File: config.mk
export PLATFORM = sky130hd
export DESIGN_NAME = instruction_fetch_unit
export DESIGN_NICKNAME = d
export VERILOG_FILES = /design/src/rtl/fetch_pkg.sv /design/src/rtl/fetch_fifo.sv /design/src/rtl/instruction_fetch_unit.sv
export SDC_FILE = /design/constraint.sdc
export NUM_CORES = 1
export LEC_CHECK = 0
export ABC_AREA = 1
export CORE_MARGIN = 8
export CORE_UTILIZATION = 60
export DETAILED_ROUTE_END_ITERATION = 8
export PLACE_DENSITY = 0.86
export SETUP_SLACK_MARGIN = 0.1
export SYNTH_ARGS = -nofsm -noshare
export SYNTH_HDL_FRONTEND = slang
export SYNTH_SLANG_ARGS = --single-unit
File: constraint.sdc
create_clock -name clk -period 9.5 [get_ports clk]
set_input_delay 1.425 -clock clk [delete_from_list [all_inputs] [get_ports clk]]
set_output_delay 1.425 -clock clk [all_outputs]
set_load 0.05 [all_outputs]
File: src/rtl/fetch_pkg.sv
// fetch_pkg: shared types and constants for the instruction fetch unit.
//   fetch_state_t      : fetch FSM states (IDLE, FETCH, HALTED)
//   fetch_entry_t      : {pc, instr} pair as seen by decode, at the default widths
//   HALT_INSTR_DEFAULT : instruction pattern that stops fetch
package fetch_pkg;

  localparam int FETCH_PC_WIDTH    = 32;
  localparam int FETCH_INSTR_WIDTH = 32;

  localparam logic [31:0] HALT_INSTR_DEFAULT = 32'hFFFF_FFFF;

  typedef enum logic [1:0] {
    IDLE   = 2'd0,
    FETCH  = 2'd1,
    HALTED = 2'd2
  } fetch_state_t;

  typedef struct packed {
    logic [FETCH_PC_WIDTH-1:0]    pc;
    logic [FETCH_INSTR_WIDTH-1:0] instr;
  } fetch_entry_t;

endpackage

File: src/rtl/fetch_fifo.sv
// fetch_fifo: synchronous FIFO holding fetched {pc, instr} entries.
//   clk, reset : clock, asynchronous active-high reset
//   push/wdata : write one entry (ignored when full or flushing)
//   pop/rdata  : rdata is the head entry, combinational, all-zero when empty;
//                pop removes it (ignored when empty or flushing)
//   flush      : discard every entry and return both pointers to 0
//   full, empty, count : occupancy status
// DEPTH must be a power of two (>= 2) so the pointers wrap naturally.
module fetch_fifo #(
  parameter int WIDTH = 64,
  parameter int DEPTH = 4
) (
  input  logic                     clk,
  input  logic                     reset,
  input  logic                     push,
  input  logic                     pop,
  input  logic                     flush,
  input  logic [WIDTH-1:0]         wdata,
  output logic [WIDTH-1:0]         rdata,
  output logic                     full,
  output logic                     empty,
  output logic [$clog2(DEPTH):0]   count
);

  localparam int AW = $clog2(DEPTH);
  localparam int CW = AW + 1;

  logic [WIDTH-1:0] mem [DEPTH];
  logic [AW-1:0]    wr_ptr;
  logic [AW-1:0]    rd_ptr;
  logic             do_push;
  logic             do_pop;

  assign full    = (count == CW'(DEPTH));
  assign empty   = (count == '0);
  assign do_push = push && !full && !flush;
  assign do_pop  = pop && !empty && !flush;
  assign rdata   = empty ? '0 : mem[rd_ptr];

  // Storage has no reset: contents are only observable through count.
  always_ff @(posedge clk) begin
    if (do_push) begin
      mem[wr_ptr] <= wdata;
    end
  end

  always_ff @(posedge clk or posedge reset) begin
    if (reset) begin
      wr_ptr <= '0;
      rd_ptr <= '0;
      count  <= '0;
    end else if (flush) begin
      wr_ptr <= '0;
      rd_ptr <= '0;
      count  <= '0;
    end else begin
      if (do_push) begin
        wr_ptr <= wr_ptr + AW'(1);
      end
      if (do_pop) begin
        rd_ptr <= rd_ptr + AW'(1);
      end
      case ({do_push, do_pop})
        2'b10:   count <= count + CW'(1);
        2'b01:   count <= count - CW'(1);
        default: count <= count;
      endcase
    end
  end

endmodule

File: src/rtl/instruction_fetch_unit.sv
// instruction_fetch_unit: fetch stage in front of a combinational instruction memory.
// Owns the program counter, buffers {pc, instr} pairs in fetch_fifo and hands
// them to decode. Stops fetching on HALT_INSTR; a redirect flushes the buffer.
//   clk, reset       : clock, asynchronous active-high reset
//   F_PC             : registered PC driven to instruction memory
//   Instr            : memory data for F_PC, same cycle
//   fetch_en         : 0 holds the PC and stops pushes
//   redirect_valid   : taken branch/jump; flush and load redirect_pc
//   redirect_pc      : new fetch address
//   D_valid/D_ready  : decode handshake; D_PC/D_Instr carry the head entry
//   halted           : FSM is in HALTED
//   dbg_state        : current FSM state
//   dbg_count        : current fetch buffer occupancy
// Optional: define FETCH_PERF_CNT_EN to add saturating counters
//   fetch_count (entries pushed) and flush_count (entries discarded by redirect).
//
// Handshake: an entry transfers on every rising edge where D_valid && D_ready.
// D_valid never depends on D_ready, and D_PC/D_Instr hold steady while D_valid
// is high and D_ready is low. D_valid drops in a redirect cycle because the
// buffer is being discarded on that edge.
module instruction_fetch_unit
  import fetch_pkg::*;
#(
  parameter int                       PC_WIDTH    = FETCH_PC_WIDTH,
  parameter int                       INSTR_WIDTH = FETCH_INSTR_WIDTH,
  parameter int                       FIFO_DEPTH  = 4,
  parameter logic [PC_WIDTH-1:0]      RESET_PC    = '0,
  parameter logic [PC_WIDTH-1:0]      PC_STEP     = PC_WIDTH'(1),
  parameter logic [INSTR_WIDTH-1:0]   HALT_INSTR  = INSTR_WIDTH'(HALT_INSTR_DEFAULT)
) (
  input  logic                          clk,
  input  logic                          reset,
  output logic [PC_WIDTH-1:0]           F_PC,
  input  logic [INSTR_WIDTH-1:0]        Instr,
  input  logic                          fetch_en,
  input  logic                          redirect_valid,
  input  logic [PC_WIDTH-1:0]           redirect_pc,
  output logic                          D_valid,
  input  logic                          D_ready,
  output logic [PC_WIDTH-1:0]           D_PC,
  output logic [INSTR_WIDTH-1:0]        D_Instr,
  output logic                          halted,
  output fetch_state_t                  dbg_state,
  output logic [$clog2(FIFO_DEPTH):0]   dbg_count
`ifdef FETCH_PERF_CNT_EN
  ,
  output logic [31:0]                   fetch_count,
  output logic [31:0]                   flush_count
`endif
);

  localparam int CW = $clog2(FIFO_DEPTH) + 1;
  localparam int EW = PC_WIDTH + INSTR_WIDTH;

  fetch_state_t        state;
  fetch_state_t        state_nxt;
  logic [PC_WIDTH-1:0] pc_q;
  logic [PC_WIDTH-1:0] pc_nxt;
  logic                push;
  logic                pop;
  logic                full;
  logic                empty;
  logic                is_halt;
  logic [CW-1:0]       count;
  logic [EW-1:0]       head;

  assign is_halt = (Instr == HALT_INSTR);
  // Redirect suppresses both sides of the buffer: the flush wins on that edge.
  assign push    = (state == FETCH) && fetch_en && !full && !redirect_valid;
  assign D_valid = !empty && !redirect_valid;
  assign pop     = D_valid && D_ready;

  assign F_PC      = pc_q;
  assign D_PC      = head[EW-1:INSTR_WIDTH];
  assign D_Instr   = head[INSTR_WIDTH-1:0];
  assign halted    = (state == HALTED);
  assign dbg_state = state;
  assign dbg_count = count;

  always_ff @(posedge clk or posedge reset) begin
    if (reset) begin
      state <= IDLE;
      pc_q  <= RESET_PC;
    end else begin
      state <= state_nxt;
      pc_q  <= pc_nxt;
    end
  end

  always_comb begin
    state_nxt = state;
    pc_nxt    = pc_q;
    if (redirect_valid) begin
      pc_nxt    = redirect_pc;
      state_nxt = fetch_en ? FETCH : IDLE;
    end else begin
      case (state)
        IDLE: begin
          if (fetch_en) begin
            state_nxt = FETCH;
          end
        end
        FETCH: begin
          if (!fetch_en) begin
            state_nxt = IDLE;
          end else if (push && is_halt) begin
            // The HALT entry is buffered but the PC stays on it.
            state_nxt = HALTED;
          end else if (push) begin
            pc_nxt = pc_q + PC_STEP;
          end
        end
        HALTED: begin
          state_nxt = HALTED;
        end
        default: begin
          state_nxt = IDLE;
        end
      endcase
    end
  end

  fetch_fifo #(
    .WIDTH (EW),
    .DEPTH (FIFO_DEPTH)
  ) u_fifo (
    .clk   (clk),
    .reset (reset),
    .push  (push),
    .pop   (pop),
    .flush (redirect_valid),
    .wdata ({pc_q, Instr}),
    .rdata (head),
    .full  (full),
    .empty (empty),
    .count (count)
  );

`ifdef FETCH_PERF_CNT_EN
  logic [32:0] flush_sum;

  assign flush_sum = {1'b0, flush_count} + 33'(count);

  always_ff @(posedge clk or posedge reset) begin
    if (reset) begin
      fetch_count <= '0;
      flush_count <= '0;
    end else begin
      if (push && (fetch_count != '1)) begin
        fetch_count <= fetch_count + 32'd1;
      end
      if (redirect_valid) begin
        flush_count <= flush_sum[32] ? '1 : flush_sum[31:0];
      end
    end
  end
`endif

endmodule
==> results.cfg, run 1 <==
; yosys + openroad results
[outcome]
run_status = complete, no violations

[pwr]
vdd.ir_drop.worst_mv = 0.1552
power_switching_share = 0.4053
seq_pwr_uw = 1630
power_report.internal_total_uw = 2627
power_top_consumer = combinational cells
power.leakage_uw = 0.005648
switching_power_uw = 1790
comb_power_uw = 1740

[logic_synthesis]
largest_area_cell = sky130_fd_sc_hd__edfxtp_1
topCellsByArea = sky130_fd_sc_hd__edfxtp_1 59%, sky130_fd_sc_hd__nor2_1 9.2%, sky130_fd_sc_hd__dfrtp_1 7.8%
yosys-stat-cells = 1265
mappedNetlistNets = 1340
synth.ff_latch_count = 297
syn_area_um2 = 13070
ys.flop_type = sky130_fd_sc_hd__edfxtp_1
ys_top_logic_family = simple AND/OR/NAND/NOR gates
yosys.stat.chipArea_um2 = 13070
syn-instance-count = 1265
xor_xnor_area_frac = 0.006701
ys_sh_simple = 0.2024
synth_top_cell_by_count = sky130_fd_sc_hd__nor2_1
avgSynthCellArea_um2 = 10.33
synth-async-reset-ratio = 0.1380
synth.cells.most_frequent = 319 x sky130_fd_sc_hd__nor2_1, 256 x sky130_fd_sc_hd__edfxtp_1, 206 x sky130_fd_sc_hd__nand2_1, 144 x sky130_fd_sc_hd__o21ai_0, 66 x sky130_fd_sc_hd__a21oi_1
number_of_distinct_standard_cells_referenced_by_the_synthesized_netlist = 33

[clock_tree]
clk_root_buffer_cell = sky130_fd_sc_hd__clkbuf_16
max-clock-path-buffers = 3
clkTransAtPathRegs_ps = 60
cts_hold_buffers = 0
cts_setup_buffers = 0
cts_tree = yes

[sta]
hold_violations = 0
hold-worst-slack_ps = 608.3
setup_tns_ps = 0
finalClockSkew_ps = 17.55
final.period_utilization = 0.5572
fmax_ghz = 0.1889

[worst_setup_path]
critical_path_source = u_fifo.rd_ptr[0]$_DFFE_PP0P_
worst-r2r-setup-slack_ps = 7180
cp_data_arrival_time_ps = 3870
critical_path_required_ps = 8080
worstSetupEndpoint = D_PC[13]
path_class = reg2out
cp_max_fo = 96
critical_path.reg2reg.startpoint = dbg_state[1]$_DFFE_PP0P_

[global_route]
antenna_violations_before_repair = 0
busiest_layer = met2
first_global_vias = 9847
grt_pass1_wl_mm = 50.07
use_met1 = 0.3000
groute.layer.met3.usage = 0.04435

[cells_and_area]
synthToLayoutAreaGrowth_pct = 21.15
non_clock_buffer_area_share = 0.1138
n_sequential_cell = 297
design.final.nets = 1492
post-route-util = 0.7324
final_cell_mix = 315 x sky130_fd_sc_hd__nor2_1, 256 x sky130_fd_sc_hd__edfxtp_1, 206 x sky130_fd_sc_hd__nand2_1
most_common_cell_after_layout_fill_and_taps_aside = sky130_fd_sc_hd__nor2_1
combAreaFraction = 0.2495
multiInputGateArea_um2 = 3951
layout.area.top_class = sequential cells

[route]
drt.antenna.violating_nets = 0
routed-wl-met3_mm = 2.923
drtIter0Drc = 823
firstDrtPassIters = 8

[die]
core_um2 = 21620
die_area_um2 = 26760
die_width_um = 163.6
io-pin-count = 172
row_count = 54
die_height_um = 163.6
tapcell.inserted = 280

[min_path]
hold_path_class = reg2reg

[placed_design]
hpwlAfterDp_mm = 19.22
## run 1: through the flow
stage,area [um2],std cells,total power (uW)
after global placement,14970,1667,3364
after detailed placement,14970,1667,3391
after floorplan,13070,1265,2798
after CTS,15830,1717,4433
final,15830,1717,4417
after global routing,15830,1717,4589
## run 1: worst max-delay path, cell delays in order, from the launching register on
cell	delay, ps
sky130_fd_sc_hd__dfrtp_4	700
sky130_fd_sc_hd__clkinv_2	420
sky130_fd_sc_hd__buf_4	750
sky130_fd_sc_hd__o21ai_0	240
sky130_fd_sc_hd__a21oi_1	300
sky130_fd_sc_hd__clkdlybuf4s50_1	860
## run 1: state kept, by name (all words and copies together), names as in the netlist
name and count:
u_fifo.mem 256, F_PC 32, u_fifo.count 3, dbg_state 2
u_fifo.rd_ptr 2, u_fifo.wr_ptr 2
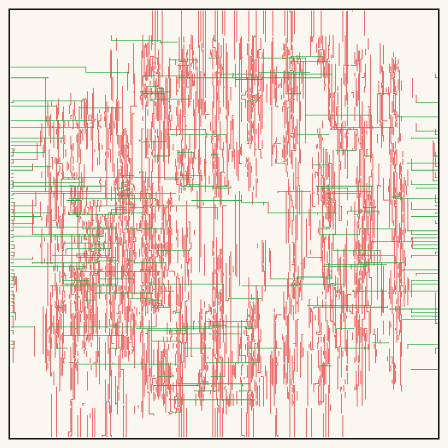
Figure 1: run 1, signal wires by layer.
Only two layers are drawn.
- green: M3 (wire length 2920 um)
- red: M2 (wire length 15500 um)
wire length after detailed routing: 31.70 mm
WL/cell: 18.46 um
global-route usage over all layers: 0.2360
vias after detailed routing: 9784

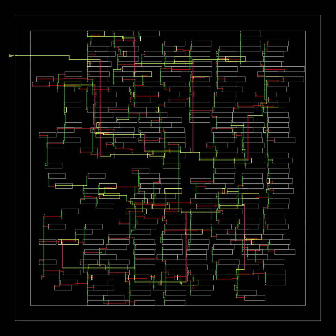
Figure 2: run 1, clock nets.
tally of clock buffers in the finished layout: 39
Inserted Clock Buffers: 28
number of clock sinks: 297
clock latency on the worst-skew pair: 530 ps
reported clock group power: 1050 uW

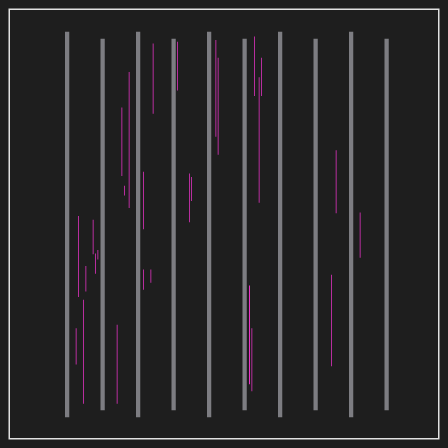
Figure 3: run 1, signal wires on met4.
Supply wires on this layer in gray.
- share of all routed wire: 2.0%
- nets with wire on the layer: 21
- main direction: vertical

==> run 1 -> run 2 <==
- CORE_UTILIZATION: 60 -> 55
- PLACE_DENSITY: 0.86 -> 0.8
- clock period: 9.5 -> 5.3 ns (I/O delays scaled with it)
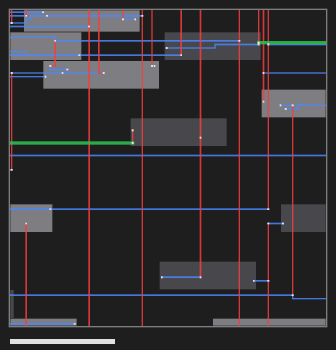
Figure 4: run 2, a small window of the routed layout.
The bar under the picture is 10 um long. Region (70, 70) to (100, 100) um. Cells in gray, sequential cells in the stronger gray; small squares are vias.
- red: M2
- blue: M1
- green: M3
- netlist names of flops here include: u_fifo.mem (3), F_PC (1)
- most frequent: clkbuf_16 (3), edfxtp_1 (3), dfrtp_1 (1)
- cells with their middle in the window: 7
- sequential cells in the window: 4

==> run 2 against run 1 <==
Sequential share of layout area fell by 0.75 points. Critical path depth rose by 1. Non-clock buffer count rose by 2. Synthesized cell count did not move. Utilization fell by 4.6 points. Sequential power rose by 78%. Routed wire length rose by 2.5%. Die area rose by 8.2%. Clock-buffer cell count rose by 7. Combinational power rose by 81%. Sequential cell count did not move. Critical path type unchanged. Highest routed layer unchanged.
==> results.cfg, run 2 <==
; yosys + openroad results
[cells_and_area]
layout.area.top_class = sequential cells
nonClockInverterCount = 39
comb.multi_input.count = 868
multiInputGateArea_um2 = 3951
seqAreaFraction = 0.5431
largest-register = u_fifo.mem
stdcell_area_um2 = 16050
clkcell_share = 0.06174
final_cell_mix = 315 x sky130_fd_sc_hd__nor2_1, 256 x sky130_fd_sc_hd__edfxtp_1, 206 x sky130_fd_sc_hd__nand2_1
layoutNonFillerInstCount = 1764
largest_reg_flops = 256
most_common_cell_after_layout_fill_and_taps_aside = sky130_fd_sc_hd__nor2_1
synthToLayoutAreaGrowth_pct = 22.81
signal_buffers = 185
nClkBuffers = 46
fillCellCount = 1768
n_sequential_cell = 297
post-route-util = 0.6859
non_clock_buffer_area_share = 0.1147
antenna_cells = 0
design.final.nets = 1496
combAreaFraction = 0.2462

[clock_tree]
cts_inserted_buffers = 30
cts_tree = yes
clkTransAtPathRegs_ps = 60
cts_setup_buffers = 0
clock_sinks = 297
max-clock-path-buffers = 3
cts_hold_buffers = 0
clock.latency.late_pin_ps = 540
clk_root_buffer_cell = sky130_fd_sc_hd__clkbuf_16
cts_resized = 0
cts.htree.levels = 1

[sta]
setup_tns_ps = 0
layout_setup_ws_ps = 966.9
tightest_slew_ps = 1150
fmax_ghz = 0.2308
hold_violations = 0
final.period_utilization = 0.8176
setup_viol_count_final = 0
report.final.slew_viol_count = 0
rsz0062_at_grt = no
finalClockSkew_ps = 11.90
hold-worst-slack_ps = 565.7

[placed_design]
number_of_instances_in_the_placed_design = 1708
place.gp.congestion = 0.8984
numPortBuffers = 171
placedInstanceArea_um2 = 15060
hpwlAfterDp_mm = 20.01

[logic_synthesis]
topCellsByArea = sky130_fd_sc_hd__edfxtp_1 59%, sky130_fd_sc_hd__nor2_1 9.2%, sky130_fd_sc_hd__dfrtp_1 7.8%
yosys.stat.chipArea_um2 = 13070
yosys.stat.seqShare = 0.6667
synth.cells.most_frequent = 319 x sky130_fd_sc_hd__nor2_1, 256 x sky130_fd_sc_hd__edfxtp_1, 206 x sky130_fd_sc_hd__nand2_1, 144 x sky130_fd_sc_hd__o21ai_0, 66 x sky130_fd_sc_hd__a21oi_1
enable_flop_cells = 256
syn-instance-count = 1265
ys_warn_count = 0
synth-async-reset-ratio = 0.1380
largest_area_cell = sky130_fd_sc_hd__edfxtp_1
syn_area_um2 = 13070
mux_share = 0
ys.flop_type = sky130_fd_sc_hd__edfxtp_1
mappedNetlistNets = 1340
yosys-stat-cells = 1265
synth-adder-area-share = 0.006318
avgSynthCellArea_um2 = 10.33
number_of_distinct_standard_cells_referenced_by_the_synthesized_netlist = 33
compound_area_frac = 0.08463
xor_xnor_area_frac = 0.006701
ys_top_logic_family = simple AND/OR/NAND/NOR gates
ys_sh_simple = 0.2024
netlist.area_leader.share = 0.5882
synth.ff_latch_count = 297
synth_top_cell_by_count = sky130_fd_sc_hd__nor2_1

[worst_setup_path]
cp_data_arrival_time_ps = 3540
critPathLaunchType = flop
critical_path_source = u_fifo.rd_ptr[0]$_DFFE_PP0P_
critical_path.reg2reg.startpoint = dbg_state[1]$_DFFE_PP0P_
worstReg2RegEnd = u_fifo.mem[0][43]$_DFFE_PP_
path_class = reg2out
critical_path_required_ps = 4510
cpMostUsedCell = sky130_fd_sc_hd__nor2_1
worst-r2r-setup-slack_ps = 2980
cpPeakStageDelay_ps = 890
critical_path.top_delay_family = buffers and inverters
path_buffers = 2
worstSetupEndpoint = D_Instr[13]
cp_max_fo = 109
critical_path.slowest_cell = sky130_fd_sc_hd__buf_4
worst_r2r_path_depth = 6
critical_path_depth_in_cells = 6
cp_cell_sequence = buf_4 > nor2_1 > nor2_1 > o21ai_0 > a21oi_1 > clkdlybuf4s50_1

[die]
initial_utilization = 0.5585
die_height_um = 170.2
row_count = 56
die_width_um = 170.2
die_area_um2 = 28950
core_um2 = 23400
tapcell.inserted = 319
io-pin-count = 172

[global_route]
grt_usage = 0.2215
grt_max_degree = 110
first_global_vias = 9845
grt.overflow.total = 0
antenna_violations_before_repair = 0
use_met1 = 0.2816
globalRouteMet2Util = 0.3766
groute.layer.met3.usage = 0.04981
grt_pass1_wl_mm = 50.83
busiest_layer = met2

[route]
drt_wl_total_mm = 32.49
drtIter0Drc = 889
post-route-drc-count = 0
routed-wl-met3_mm = 2.871
drt.antenna.violating_nets = 0
firstDrtPassIters = 5
via_count = 9783
met2_wirelength_mm = 15.80
wl_per_cell_um = 18.42

[outcome]
run_status = complete, no violations

[min_path]
min_to = u_fifo.wr_ptr[0]$_DFFE_PP0P_
timing.hold.worst_path_depth = 1
hold_path_class = reg2reg
min_delay_startpoint = u_fifo.wr_ptr[0]$_DFFE_PP0P_

[pwr]
power.clock.fraction = 0.254
power_per_cell_area_nw_per_um2 = 505.4
power_switching_share = 0.4016
totalPowerFinal_uw = 8113
power_report.internal_total_uw = 4855
switching_power_uw = 3258
power.combinational.fraction = 0.388
vdd.ir_drop.worst_mv = 0.3362
power.leakage_uw = 0.005720

[job]
openroad.warnings = 31
[run 2: cell counts after synthesis]
No cell type changed its count.
[run 2: cell families (layout without fill, tap and decap cells)]
kind of cell               count (synthesis)  count (layout)
and+or+nand+nor                          633             633
DFF                                      297             297
AOI/OAI and AO/OA                        219             219
buffers and inverters                    100             280
xor gates and xnor gates                  10              10
adders and majority gates                  6               6
[run 2: power groups by stage]
stage / Clock, uW / Sequential [uW] / Combinational [uW]
2_1_floorplan: 0 / 3050 / 1960
3_3_place_gp: 0 / 2940 / 3120
3_5_place_dp: 0 / 2950 / 3160
4_1_cts: 2090 / 2900 / 3180
5_1_grt: 2180 / 2920 / 3340
6_report: 2060 / 2900 / 3150
==> run 2 -> run 3 <==
- clock period: 5.3 -> 4.05 ns (I/O delays scaled with it)
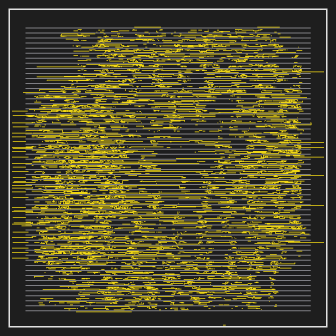
Figure 5: run 3, signal wires on met1.
Supply wires on this layer in gray.
- nets with wire on the layer: 1351
- share of all routed wire: 42%

==> run 3 against run 2 <==
Routed wire length shrank 1.3%. Worst hold slack got worse by 46 ps. First-iteration DRC count grew 6.1%. Critical path depth decreased by 1. Die area stayed put. Utilization is essentially flat. Clock-buffer cell count fell by 7. Highest routed layer unchanged.
==> results.cfg, run 3 <==
; yosys + openroad results
[die]
io-pin-count = 172
die_width_um = 170.2
row_count = 56
initial_utilization = 0.5585
die_area_um2 = 28950
core_um2 = 23400
die_height_um = 170.2

[logic_synthesis]
mux_share = 0
yosys.stat.chipArea_um2 = 13070
syn_area_um2 = 13070
compound_area_frac = 0.08463
ys.flop_type = sky130_fd_sc_hd__edfxtp_1
synth-async-reset-ratio = 0.1380
yosys.stat.seqShare = 0.6667
yosys-stat-cells = 1265
topCellsByArea = sky130_fd_sc_hd__edfxtp_1 59%, sky130_fd_sc_hd__nor2_1 9.2%, sky130_fd_sc_hd__dfrtp_1 7.8%
mappedNetlistNets = 1340
avgSynthCellArea_um2 = 10.33
synth.cells.most_frequent = 319 x sky130_fd_sc_hd__nor2_1, 256 x sky130_fd_sc_hd__edfxtp_1, 206 x sky130_fd_sc_hd__nand2_1, 144 x sky130_fd_sc_hd__o21ai_0, 66 x sky130_fd_sc_hd__a21oi_1
synth-adder-area-share = 0.006318
synth_top_cell_by_count = sky130_fd_sc_hd__nor2_1
netlist.area_leader.share = 0.5882
ys_warn_count = 0
syn-instance-count = 1265
ys_top_logic_family = simple AND/OR/NAND/NOR gates
xor_xnor_area_frac = 0.006701
number_of_distinct_standard_cells_referenced_by_the_synthesized_netlist = 33
largest_area_cell = sky130_fd_sc_hd__edfxtp_1
ys_sh_simple = 0.2024
enable_flop_cells = 256
synth.ff_latch_count = 297

[worst_setup_path]
cp_data_arrival_time_ps = 3100
worst-r2r-setup-slack_ps = 1750
cp_max_fo = 62
critical_path.slowest_cell = sky130_fd_sc_hd__clkdlybuf4s50_1
worstReg2RegEnd = u_fifo.mem[1][40]$_DFFE_PP_
cp_cell_sequence = clkinv_2 > buf_12 > o21ai_0 > a21oi_1 > clkdlybuf4s50_1
critical_path_required_ps = 3440
path_buffers = 3
critical_path.reg2reg.startpoint = dbg_state[1]$_DFFE_PP0P_
worstSetupEndpoint = D_PC[16]
critical_path_source = u_fifo.rd_ptr[0]$_DFFE_PP0P_
cpPeakStageDelay_ps = 870
path_class = reg2out
critical_path.top_delay_family = buffers and inverters
worst_r2r_path_depth = 6
critPathLaunchType = flop
critical_path_depth_in_cells = 5

[cells_and_area]
fillCellCount = 1753
most_common_cell_after_layout_fill_and_taps_aside = sky130_fd_sc_hd__nor2_1
synthToLayoutAreaGrowth_pct = 22.75
design.final.nets = 1495
largest_reg_flops = 256
antenna_cells = 0
layoutNonFillerInstCount = 1761
stdcell_area_um2 = 16040
final_cell_mix = 315 x sky130_fd_sc_hd__nor2_1, 256 x sky130_fd_sc_hd__edfxtp_1, 206 x sky130_fd_sc_hd__nand2_1
post-route-util = 0.6856
largest-register = u_fifo.mem

[global_route]
grt.overflow.total = 0
first_global_vias = 9582
grt_pass1_wl_mm = 50.32
busiest_layer = met2
globalRouteMet2Util = 0.3620
use_met1 = 0.2897
antenna_violations_before_repair = 0
grt_max_degree = 129
groute.layer.met3.usage = 0.04703
grt_usage = 0.2173

[sta]
rsz0062_at_grt = no
fmax_ghz = 0.2696
layout_setup_ws_ps = 340.6
finalClockSkew_ps = 21.34
final.period_utilization = 0.9159
hold_violations = 0
setup_tns_ps = 0
setup_viol_count_final = 0
tightest_slew_ps = 1004
report.final.slew_viol_count = 0
hold-worst-slack_ps = 520.0

[clock_tree]
clock.latency.late_pin_ps = 530
clkTransAtPathRegs_ps = 70
clk_root_buffer_cell = sky130_fd_sc_hd__clkbuf_16
cts_inserted_buffers = 29
cts.htree.levels = 1
cts_hold_buffers = 0
clock_sinks = 297
cts_setup_buffers = 0
max-clock-path-buffers = 3
cts_tree = yes
cts_resized = 0

[pwr]
vdd.ir_drop.worst_mv = 0.4173
power_top_consumer = combinational cells
p_clk_uw = 2590
switching_power_uw = 4239
power.clock.fraction = 0.246
power_per_cell_area_nw_per_um2 = 655.9
totalPowerFinal_uw = 10520
seq_pwr_uw = 3770
power_report.internal_total_uw = 6285
power_switching_share = 0.4028
comb_power_uw = 4160
power.leakage_uw = 0.005702
power.combinational.fraction = 0.395

[route]
wl_per_cell_um = 18.21
drt_wl_total_mm = 32.07
via_count = 9736
met2_wirelength_mm = 15.45
drt.antenna.violating_nets = 0
firstDrtPassIters = 5
routed-wl-met3_mm = 2.776
drtIter0Drc = 943
post-route-drc-count = 0

[placed_design]
placedInstanceArea_um2 = 15120
numPortBuffers = 171
number_of_instances_in_the_placed_design = 1708
place.gp.congestion = 0.9111
hpwlAfterDp_mm = 19.83

[min_path]
hold_path_class = in2async

[outcome]
run_status = complete, no violations

[job]
openroad.warnings = 32
==> run 3: cell count changes in the layout (fill, tap and decap cells not counted), moves of 4 or more <==
| cell | change |
|---|---|
| sky130_fd_sc_hd__buf_12 | +5 |
| sky130_fd_sc_hd__clkinv_1 | +4 |
| sky130_fd_sc_hd__buf_4 | -5 |
| sky130_fd_sc_hd__clkbuf_8 | -7 |
==> run 3: layout make-up <==
cell class / instances / area, um2 / share of cell area
Timing Repair Buffer: 185 / 1904 / 0.1187
Multi-Input combinational cell: 868 / 3951 / 0.2463
Clock inverter: 14 / 145.1 / 0.009046
Inverter: 39 / 152.6 / 0.009514
Clock buffer: 39 / 773.2 / 0.04819
Tap cell: 319 / 399.1 / 0.02488
Sequential cell: 297 / 8718 / 0.5434
Power figures rest on the tool's default switching activity, not on a simulated workload.
